$ cat src/rtl/keypad_scanner.sv
// 4x4 active-low matrix keypad scanner: row strobe, column sync, frame capture,
// and a press/release debouncer that emits one hex code per physical press.
module keypad_scanner #(
  parameter int CLK_HZ         = 100_000_000,
  parameter int SCAN_HZ        = 1000,
  parameter int DEBOUNCE_SCANS = 4
) (
  input  logic       clk,
  input  logic       clr_n,
  input  logic [3:0] col,
  output logic [3:0] row,
  output logic [3:0] key,
  output logic       key_valid,
  output logic       key_held
);

  localparam int         N  = CLK_HZ / SCAN_HZ;
  localparam int         DW = $clog2(N);
  localparam logic [3:0] DB = 4'(DEBOUNCE_SCANS);

  typedef enum logic [1:0] {IDLE, PRESS_DB, PRESSED, REL_DB} state_t;

  logic [DW-1:0] div_q, div_d;
  logic [1:0]    r_q, r_d;
  logic [3:0]    row_q, row_d;
  logic [3:0]    s1_q, s2_q;
  logic [15:0]   snap_q, snap_d;
  state_t        state_q, state_d;
  logic [3:0]    cnt_q, cnt_d;
  logic [3:0]    cand_q, cand_d;
  logic [3:0]    key_q, key_d;
  logic          valid_q, valid_d;
  logic          held_q, held_d;

  logic          tick, frame_end, single;
  logic [15:0]   frame;
  logic [4:0]    nbits;
  logic [3:0]    hit_idx, code, cnt_inc;

  // Bit index is row*4 + col, col 0 leftmost.
  function automatic logic [3:0] key_code(input logic [3:0] idx);
    case (idx)
      4'd0:  key_code = 4'h1;
      4'd1:  key_code = 4'h2;
      4'd2:  key_code = 4'h3;
      4'd3:  key_code = 4'hA;
      4'd4:  key_code = 4'h4;
      4'd5:  key_code = 4'h5;
      4'd6:  key_code = 4'h6;
      4'd7:  key_code = 4'hB;
      4'd8:  key_code = 4'h7;
      4'd9:  key_code = 4'h8;
      4'd10: key_code = 4'h9;
      4'd11: key_code = 4'hC;
      4'd12: key_code = 4'h0;
      4'd13: key_code = 4'hF;
      4'd14: key_code = 4'hE;
      default: key_code = 4'hD;
    endcase
  endfunction

  always_comb begin
    tick   = (div_q == DW'(N - 1));
    div_d  = tick ? '0 : div_q + 1'b1;
    r_d    = r_q;
    row_d  = row_q;
    snap_d = snap_q;
    if (tick) begin
      snap_d[{r_q, 2'b00} +: 4] = ~s2_q;
      r_d   = r_q + 2'd1;
      row_d = ~(4'b0001 << r_d);
    end
    // The frame-end tick sees row 3 through snap_d, not the stale snap_q.
    frame     = snap_d;
    frame_end = tick && (r_q == 2'd3);

    nbits   = '0;
    hit_idx = '0;
    for (int i = 0; i < 16; i++) begin
      if (frame[i]) begin
        nbits   = nbits + 5'd1;
        hit_idx = 4'(i);
      end
    end
    single  = (nbits == 5'd1);
    code    = key_code(hit_idx);
    cnt_inc = (cnt_q >= DB) ? DB : cnt_q + 4'd1;

    state_d = state_q;
    cnt_d   = cnt_q;
    cand_d  = cand_q;
    key_d   = key_q;
    valid_d = 1'b0;
    held_d  = held_q;
    if (frame_end) begin
      case (state_q)
        IDLE: begin
          if (single) begin
            cand_d = code;
            cnt_d  = 4'd1;
            if (DB == 4'd1) begin
              key_d   = code;
              valid_d = 1'b1;
              held_d  = 1'b1;
              cnt_d   = '0;
              state_d = PRESSED;
            end else begin
              state_d = PRESS_DB;
            end
          end
        end
        PRESS_DB: begin
          if (single && code == cand_q) begin
            cnt_d = cnt_inc;
            if (cnt_inc >= DB) begin
              key_d   = cand_q;
              valid_d = 1'b1;
              held_d  = 1'b1;
              cnt_d   = '0;
              state_d = PRESSED;
            end
          end else if (single) begin
            cand_d = code;
            cnt_d  = 4'd1;
          end else begin
            cnt_d   = '0;
            state_d = IDLE;
          end
        end
        PRESSED: begin
          if (!(single && code == key_q)) begin
            cnt_d = 4'd1;
            if (DB == 4'd1) begin
              held_d  = 1'b0;
              cnt_d   = '0;
              state_d = IDLE;
            end else begin
              state_d = REL_DB;
            end
          end
        end
        default: begin
          if (single && code == key_q) begin
            cnt_d   = '0;
            state_d = PRESSED;
          end else begin
            cnt_d = cnt_inc;
            // Releasing frame never seeds a new candidate; next key starts from IDLE.
            if (cnt_inc >= DB) begin
              held_d  = 1'b0;
              cnt_d   = '0;
              state_d = IDLE;
            end
          end
        end
      endcase
    end
  end

  always_ff @(posedge clk or negedge clr_n) begin
    if (!clr_n) begin
      div_q   <= '0;
      r_q     <= '0;
      row_q   <= 4'b1110;
      s1_q    <= 4'hF;
      s2_q    <= 4'hF;
      snap_q  <= '0;
      state_q <= IDLE;
      cnt_q   <= '0;
      cand_q  <= '0;
      key_q   <= '0;
      valid_q <= 1'b0;
      held_q  <= 1'b0;
    end else begin
      div_q   <= div_d;
      r_q     <= r_d;
      row_q   <= row_d;
      s1_q    <= col;
      s2_q    <= s1_q;
      snap_q  <= snap_d;
      state_q <= state_d;
      cnt_q   <= cnt_d;
      cand_q  <= cand_d;
      key_q   <= key_d;
      valid_q <= valid_d;
      held_q  <= held_d;
    end
  end

  assign row       = row_q;
  assign key       = key_q;
  assign key_valid = valid_q;
  assign key_held  = held_q;

endmodule

$ cat config.mk
export PLATFORM = sky130hd
export DESIGN_NAME = keypad_scanner
export DESIGN_NICKNAME = d
export VERILOG_FILES = /design/src/rtl/keypad_scanner.sv
export SDC_FILE = /design/constraint.sdc
export NUM_CORES = 1
export LEC_CHECK = 0
export CAP_MARGIN = 20
export CORE_ASPECT_RATIO = 2
export CORE_MARGIN = 2
export CORE_UTILIZATION = 26
export CTS_CLUSTER_SIZE = 25
export DETAILED_ROUTE_END_ITERATION = 12
export GPL_TIMING_DRIVEN = 0
export SYNTH_ARGS = -nofsm -noshare
export SYNTH_HDL_FRONTEND = slang
export SYNTH_SLANG_ARGS = --single-unit
$ cat constraint.sdc
create_clock -name clk -period 11.04 [get_ports clk]
set_input_delay 2.208 -clock clk [delete_from_list [all_inputs] [get_ports clk]]
set_output_delay 2.208 -clock clk [all_outputs]
set_load 0.1 [all_outputs]
run_1/layer_met1.png
Drawn at 4 px/um. Supply wires on this layer in gray.
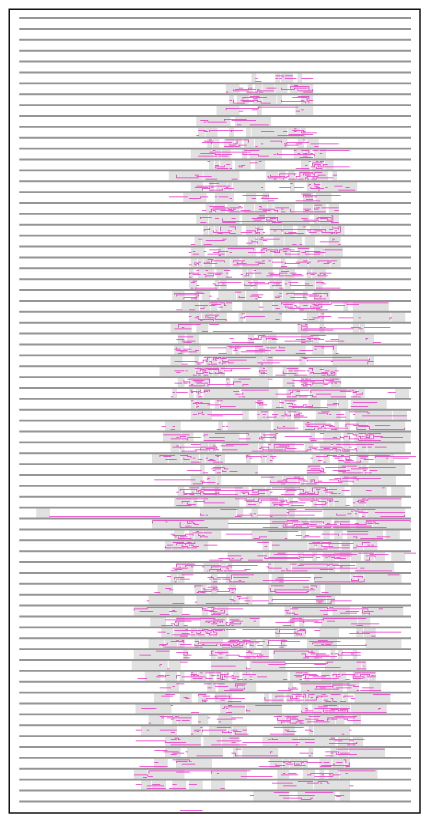
The layer holds 33% of the routed length. The layer carries 4680 um of wire. The longest straight run is 27.6 um. The wires run mostly horizontal.
met1 Use GR: 12.8%
via count: 4568
WL final: 14200 um

run_1/wires.png
Drawn at 3 px/um. Only two layers are drawn.
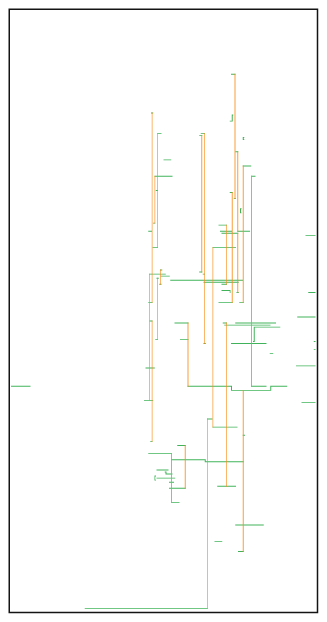
Key: orange = metal 4 [wire length 883 um]; green = metal 3 [wire length 373 um]
routed len/inst: 15.9 um
GRT Total Usage: 14.2%

run_1/flops_by_reg.png
Drawn at 3 px/um. Other sequential cells in the stronger gray, the rest of the logic in the fainter gray.
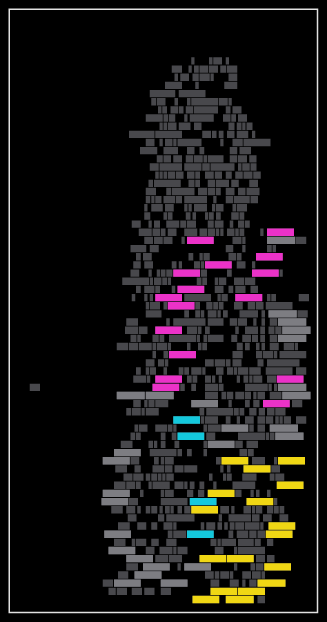
Key: cyan = `cnt_q` [sequential cells 4, where south]; magenta = `snap_q` [sequential cells 16]; yellow = `div_q` [sequential cells 17, where south-east]
Layout Utilization: 33.4%
sequential logic power: 235 uW
register area: 1590 um2
register share of the cell area: 24.9%

==> results.ini, run 1 <==
[run_status]
status=finished, final reports clean

[sta]
fin_setup_tns_ns=0
worst_slew_pin_slew_ns=0.988
clock.fmax_mhz=93.9
hold_violations=0

[worst_setup_path]
start_kind=flop
critPathMaxFanout=6
slowest_delay_ns=0.58
crit_top_cell=ha_1
crit_arrival_ns=10.91
cp-end-kind=flop
crit_family=adder cells

[logic_synthesis]
ys_sh_adder_pct=6.72
mux_share_pct=5.33
ys_types=82
numSynthFlops=63
syn_area_per_cell_um2=8.86
synth.cellmix.compoundShare_pct=15.0
ys_warn_count=0
async_flop_share_pct=100
ys_cells=567
postSynthSeqShare_pct=31.7
simple_gate_area_share_pct=23.7
synthXorXnorAreaFrac_pct=13.4

[floorplan]
core_area_um2=19200
die_area_um2=20500
fp.dieH_um=201
io_pins=16
row_count=72

[pwr]
vdd_drop_max_mv=0.0740
p_leak_uw=0.00291
powerDensity_nw_per_um2=85.4

[clocking]
cts_hold_buf=0
clk_pin_slew_ns=0.05
clock_latency_ns=0.34
clockBufferDepth=2
numCtsBuffers=9

[run]
maxCapViolations=0

[drt]
ant_nets=0
drt-initial-drc-count=217

[hold_path]
min_path_type=reg -> reg

[finish]
layout-drive-gt1-share_pct=24.8
antennaDiodeCount=0
final_cells=897

[place]
port_buffers=15

[grt]
antenna_found_initial=0
grt_max_degree=64

run 1: flip-flops by register name, summed over array words and instances, names as in the netlist:
name	cells
cnt_q	4
cand_q	4
s1_q	4
key	4
snap_q	16
s2_q	4
key_held	1
state_q	2
r_q	2
key_valid	1
row	4
div_q	17
run 1: through the flow:
| step | setup slack (ns) | cell area (um2) | total power [uW] |
|---|---|---|---|
| 2_1_floorplan | 0.192 | 5020 | 241 |
| 3_3_place_gp | -1.36 | 5500 | 249 |
| 3_5_place_dp | -1.48 | 5500 | 248 |
| 4_1_cts | 0.0186 | 6160 | 550 |
| 5_1_grt | -0.0949 | 6400 | 561 |
| 6_report | 0.389 | 6400 | 547 |
run 1: final cells by class:
cell class                      instances  share of cell area [%]
Multi-Input combinational cell        451                    54.7
Sequential cell                        63                    24.9
Timing Repair Buffer                   56                    7.17
Tap cell                              259                    5.06
Clock buffer                           11                    3.79
Inverter                               40                    2.38
Clock inverter                          4                    1.09
Buffer                                 13                   0.938
run 1: path summary, 6_finish.rpt:
kind	endpoint	slack, ns	cells past startpoint
worst max-delay path	state_q[1]	0.39	55
worst min-delay path	s2_q[3]	0.35	0
worst max register to register	state_q[1]	0.39	55
worst min register to register	s2_q[3]	0.35	0
max in group asynchronous	div_q[5]	8.50	1
min in group asynchronous	key[0]	1.94	1
run 1: cells in the mapped netlist, types with 5 or more instances:
library cell | number | share of area [%]
nand4_1 | 10 | 1.2
and2_1 | 9 | 1.1
and3_1 | 8 | 1.0
o31ai_1 | 6 | 0.90
xor2_1 | 25 | 4.4
or3_1 | 6 | 0.75
nor3_1 | 16 | 1.6
inv_2 | 5 | 0.37
clkbuf_1 | 8 | 0.60
nor2_1 | 56 | 4.2
xnor3_1 | 5 | 2.2
nor4_1 | 8 | 1.0
dfstp_2 | 11 | 5.8
o21ai_0 | 28 | 2.8
inv_1 | 33 | 2.5
a21oi_1 | 27 | 2.7
nand3_1 | 31 | 3.1
nand2_1 | 51 | 3.8
ha_1 | 27 | 6.7
mux2_2 | 10 | 2.2
mux2i_1 | 14 | 2.8
xnor2_1 | 28 | 4.9
dfrtp_1 | 52 | 26
run 1: what timing repair did:
item,CTS,global route
endpoints found under the setup margin,16,16
pin swaps,15,21
setup buffers,25,16
resized,29,32
run 1: metal layers:
layer  routed length, um  GRT usage, %  part of all wire (%)  vias up
li1                    -             -                     -     2177
met3                 373          1.98                   2.6       52
met5                   0             0                     0        -
met1                4680          12.8                    33     2231
met2                8300          27.1                    58      108
met4                 882          10.6                   6.2        0
run 1: where the power goes:
part           switching, uW  total (uW)  internal [uW]
sequential             0.884         235            234
clock                    101         303            202
combinational           7.17        9.67           2.50
run 1: logic make-up (layout without fill, tap and decap cells):
kind of cell / after synthesis / after routing
mux: 25 / 25
simple gates: 226 / 226
xor+xnor: 63 / 63
compound gates: 110 / 110
flops: 63 / 63
fa+ha+maj: 27 / 27
buf+inv: 53 / 124
==> run 2, diff against run 1 <==
--- a/config.mk
+++ b/config.mk
@@ -5,6 +5,7 @@
 export SDC_FILE = /design/constraint.sdc
 export NUM_CORES = 1
 export LEC_CHECK = 0
+export ABC_AREA = 1
 export CAP_MARGIN = 20
 export CORE_ASPECT_RATIO = 2
 export CORE_MARGIN = 2
run_2/wires.png
Drawn at 3 px/um. Only two layers are drawn.
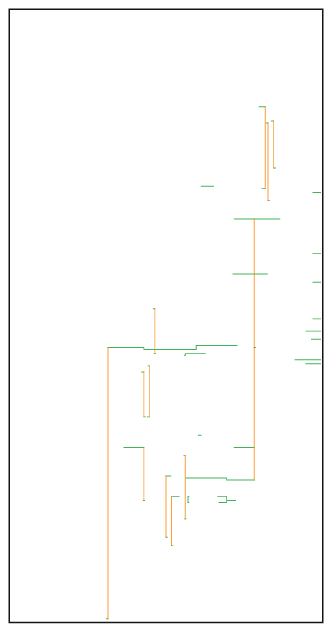
Key: orange = metal 4 [wire length 369 um]; green = metal 3 [wire length 179 um]
GRT Total Usage: 11.5%
via count: 4715
WL final: 11700 um

run_2/layer_met4.png
Drawn at 3 px/um. Supply wires on this layer in gray.
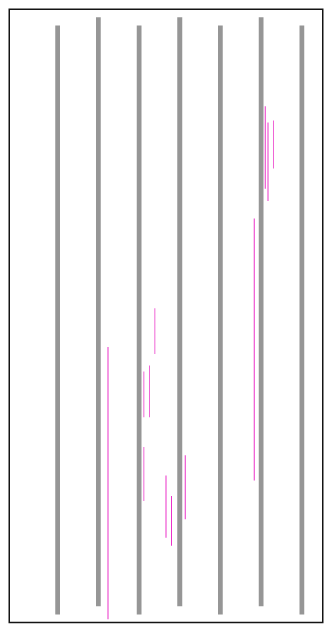
The layer carries 369 um of wire. The wires run mostly vertical. 11 nets have wire on it. The longest straight run is 90.4 um.

==> run 2 against run 1 <==
Combinational power decreased by 27%. Sequential share of layout area increased by 0.73 points. Critical path depth increased by 8. Area after synthesis increased by 3.5%. Largest power group unchanged. Clock skew increased by 0.0023 ns.
==> results.ini, run 2 <==
[hold_path]
min_path_type=reg -> reg

[sta]
clock.fmax_mhz=96.6
worst_slew_pin_slew_ns=0.976
hold_violations=0

[finish]
reg_top3=div_q (17), snap_q (16)
regArea_um2=1590
layout-drive-gt1-share_pct=18.5
final_cells=1083
antennaDiodeCount=0
largest_reg_flops=17

[floorplan]
die_area_um2=21200
fp.dieH_um=204
io_pins=16

[grt]
grt_use_met3_pct=1.56
grt_max_degree=64
grtUsageMet2_pct=24.5
use_met1_pct=10.1
antenna_found_initial=0
top_usage_layer=met2

[logic_synthesis]
numSynthFlops=63
top_cells_by_area=dfrtp_1 (25%), nand2_1 (16%), inv_1 (9.2%), ha_1 (6.5%), nand3_1 (6.1%)
syn_area_per_cell_um2=6.69
ys_types=43
common_cells=nand2_1 (222), inv_1 (127), nor2_1 (74)

[pwr]
vdd_drop_max_mv=0.0724
power_uw=562

[drt]
ant_nets=0
avgRoutedWirePerCell_um=10.8

[worst_setup_path]
start_kind=flop
crit_top_cell=nand2_1
crit_arrival_ns=10.62
slowest_delay_ns=0.41

[clocking]
clk_pin_slew_ns=0.06
clockBufferDepth=2
cts_hold_buf=0

[run_status]
status=finished, final reports clean

==> run 2: final cells by class <==
| cell class | count | share of cell area (%) |
|---|---|---|
| multi-input cells | 566 | 50.2 |
| flip-flops and latches | 63 | 25.6 |
| clock buffers | 12 | 4.65 |
| plain buffers | 3 | 0.302 |
| clock inverters | 4 | 0.886 |
| inverters | 144 | 8.84 |
| well taps | 262 | 5.28 |
| repair buffers | 29 | 4.27 |
==> run 2: final timing paths <==
check	from	endpoint	slack, ns	depth (start not counted)
worst max-delay path	r_q[0]	cnt_q[1]	0.69	63
worst min-delay path	s1_q[1]	s2_q[1]	0.35	0
worst max register to register	r_q[0]	cnt_q[1]	0.69	63
worst min register to register	s1_q[1]	s2_q[1]	0.35	0
max in group asynchronous	clr_n	cand_q[1]	8.52	1
min in group asynchronous	clr_n	snap_q[2]	1.96	1
==> run 2: report_power, final <==
part	switching [uW]	internal, uW	leakage [uW]	total [uW]
combinational	5.06	2.02	0.00231	7.08
clock	110	210	0.000166	320
sequential	1.03	234	0.000827	235
total	116	446	0.00330	562
==> run 2: repair_timing <==
item / 4_1_cts / 5_1_grt
endpoints found under the setup margin: 1 / 16
buffers inserted: 0 / 14
pin swaps: 0 / 6
endpoints found under the hold margin: 0 / 0
resized: 0 / 18
==> run 2: critical path, delay by kind of cell (launching register included) <==
family | cells | cell delay, ns
flip-flops | 1 | 0.41
AND/OR/NAND/NOR | 35 | 4.71
adder cells (fa/ha/maj) | 15 | 4.03
AND-OR/OR-AND | 3 | 0.38
buffers and inverters | 10 | 0.73
==> run 2: metrics by stage <==
stage	worst slack [ns]	instance area (um2)	hold WS [ns]	setup TNS, ns
4_1_cts	0.121	6010	0.355	0
6_report	0.686	6210	0.355	0
5_1_grt	-0.0798	6210	0.360	-0.491
3_5_place_dp	0.0398	5670	0.347	0
3_3_place_gp	0.173	5680	0.346	0
2_1_floorplan	1.20	5200	0.345	0
==> run 2: cells by family after synthesis <==
family                   after synthesis  synth area share (%)
XOR/XNOR                               9                  1.52
AND-OR/OR-AND                         63                  7.70
AND/OR/NAND/NOR                      467                  42.9
buffers and inverters                148                  10.8
flip-flops                            63                  30.6
adder cells (fa/ha/maj)               27                  6.50
==> run 2: routing by layer <==
metal | wire length [um] | vias up | part of all wire, %
met1 | 4230 | 2141 | 36
met5 | 0 | - | 0
met4 | 368 | 0 | 3.1
li1 | - | 2498 | -
met3 | 179 | 27 | 1.5
met2 | 6950 | 49 | 59
==> run 3, diff against run 2 <==
--- a/config.mk
+++ b/config.mk
@@ -9,10 +9,11 @@
 export CAP_MARGIN = 20
 export CORE_ASPECT_RATIO = 2
 export CORE_MARGIN = 2
-export CORE_UTILIZATION = 26
+export CORE_UTILIZATION = 57
 export CTS_CLUSTER_SIZE = 25
 export DETAILED_ROUTE_END_ITERATION = 12
 export GPL_TIMING_DRIVEN = 0
+export PLACE_DENSITY = 0.78
 export SYNTH_ARGS = -nofsm -noshare
 export SYNTH_HDL_FRONTEND = slang
 export SYNTH_SLANG_ARGS = --single-unit
run_3/congestion.png
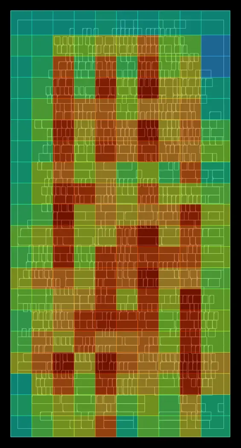
GRT Total Usage: 24.8%
met3 Resource Use GR: 3.27%
Layout Utilization: 67.3%
routed len/inst: 12.6 um

run_3/flops_by_reg.png
Drawn at 4 px/um. Other sequential cells in the stronger gray, the rest of the logic in the fainter gray.
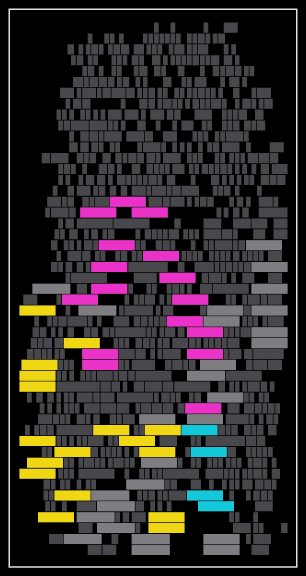
Key: yellow = `div_q` [sequential cells 17]; magenta = `snap_q` [sequential cells 16, where center]; cyan = `cnt_q` [sequential cells 4]

==> run 3 against run 2 <==
Area after synthesis unchanged. Sequential power barely moved. Die area down 53%. Final cell count decreased by 14%. Clock power decreased by 11%. Via count increased by 4.5%. Synthesized cell count stayed put. Critical path type unchanged. Critical endpoint is now key[3]. Largest cell class unchanged. Largest power group unchanged.
==> results.ini, run 3 <==
[finish]
top_register=div_q
largest_reg_flops=17
layout-drive-gt1-share_pct=18.5
antennaDiodeCount=0

[worst_setup_path]
worst-path-stages=65
crit_top_cell=nand2_1
crit_start=r_q[0]
reg2reg_to=key[3]
r2r_start=r_q[0]
slowest_delay_ns=0.41
start_kind=flop
reg2regPathDepth=65
crit_family=simple AND/OR/NAND/NOR gates
critPathCapture=key[3]
crit_arrival_ns=10.66
reg2reg_slack_ns=0.63
cp-end-kind=flop
path_buffers=14

[floorplan]
die_area_um2=9940
io_pins=16
core_area_um2=8950

[logic_synthesis]
syn_area_per_cell_um2=6.69
async_flop_share_pct=100
netlist.area_leader.share_pct=25.0
ys_types=43
ys_cells=777
top_area_cell=dfrtp_1
synth_top_cell_by_count=nand2_1
top_cells_by_area=dfrtp_1 (25%), nand2_1 (16%), inv_1 (9.2%), ha_1 (6.5%), nand3_1 (6.1%)

[drt]
drt-initial-drc-count=203
ant_nets=0
routed_wirelength_um=11700
vias=4925

[place]
pre_cts_ws_ns=-0.0424
place_area_um2=5500
port_buffers=15

[pwr]
p_leak_uw=0.00331
power_uw=528
vdd_drop_max_mv=0.104
powerDensity_nw_per_um2=87.7

[run_status]
status=finished, final reports clean

[sta]
worst_slew_pin_slew_ns=0.972
fin_ws_ns=0.627
clock.fmax_mhz=96.0

[hold_path]
min_path_type=reg -> reg

[grt]
antenna_found_initial=0

[clocking]
clockBufferDepth=2
numCtsBuffers=9

[run]
maxCapViolations=0

[run 3: cell count changes in the layout (fill, tap and decap cells not counted), sizes merged]
cell,before,now
buf,16,20
clkbuf,14,15
clkinv,3,5
clkinvlp,2,1
inv,142,140
[run 3: report_power, final]
group | internal [uW] | total, uW | switching [uW]
registers | 234 | 235 | 1.16
clock network | 192 | 285 | 92.7
logic | 2.96 | 8.14 | 5.18
[run 3: layout make-up]
| class | instances | area [um2] |
|---|---|---|
| multi-input cells | 566 | 3110 |
| fillers | 735 | 2930 |
| flip-flops and latches | 63 | 1590 |
| inverters | 144 | 549 |
| repair buffers | 33 | 317 |
| clock buffers | 13 | 270 |
| well taps | 102 | 128 |
| clock inverters | 3 | 40.0 |
| plain buffers | 3 | 18.8 |
[run 3: worst min path at each step]
stage / depth (start not counted) / start / slack (ns) / end
2_1_floorplan: 0 / s1_q[0] / 0.35 / s2_q[0]
3_3_place_gp: 0 / s1_q[3] / 0.35 / s2_q[3]
3_5_place_dp: 0 / s1_q[2] / 0.35 / s2_q[2]
4_1_cts: 0 / s1_q[0] / 0.36 / s2_q[0]
5_1_grt: 0 / s1_q[0] / 0.36 / s2_q[0]
6_report: 0 / s1_q[1] / 0.36 / s2_q[1]
[run 3: logic make-up (layout without fill, tap and decap cells)]
family / Yosys count / count (layout) / share of synthesized area, %
AOI/OAI and AO/OA: 63 / 63 / 7.70
xor gates and xnor gates: 9 / 9 / 1.52
adders and majority gates: 27 / 27 / 6.50
buffers and inverters: 148 / 196 / 10.8
DFF: 63 / 63 / 30.6
and+or+nand+nor: 467 / 467 / 42.9
[run 3: metrics by stage]
step                      hold slack [ns]  cells
after global routing                0.360    927
after global placement              0.346    894
after floorplan                     0.345    777
after CTS                           0.359    910
final                               0.358    927
after detailed placement            0.352    895
[run 3: repair_timing]
| item | CTS | global route |
|---|---|---|
| endpoints found under the setup margin | 14 | 16 |
| setup buffers | 0 | 17 |
| pin swaps | 0 | 5 |
| resized | 0 | 18 |
| cloned | 0 | 0 |
[run 3: layer usage]
| metal | part of all wire (%) | vias up | routed length, um | track usage (%) |
|---|---|---|---|---|
| met1 | 36 | 2272 | 4160 | 23.5 |
| met5 | 0 | - | 0 | 0 |
| met3 | 2.1 | 48 | 250 | 3.27 |
| li1 | - | 2505 | - | - |
| met4 | 3.9 | 0 | 460 | 10.7 |
| met2 | 58 | 100 | 6830 | 49.6 |
[run 3: worst reg2reg max path: cells and delay by family, from the launching register on]
family / cells / cell delay [ns]
simple gates: 33 / 4.44
fa+ha+maj: 14 / 3.76
buf+inv: 14 / 1.26
compound gates: 4 / 0.47
flops: 1 / 0.41
Power figures rest on the tool's default switching activity, not on a simulated workload.
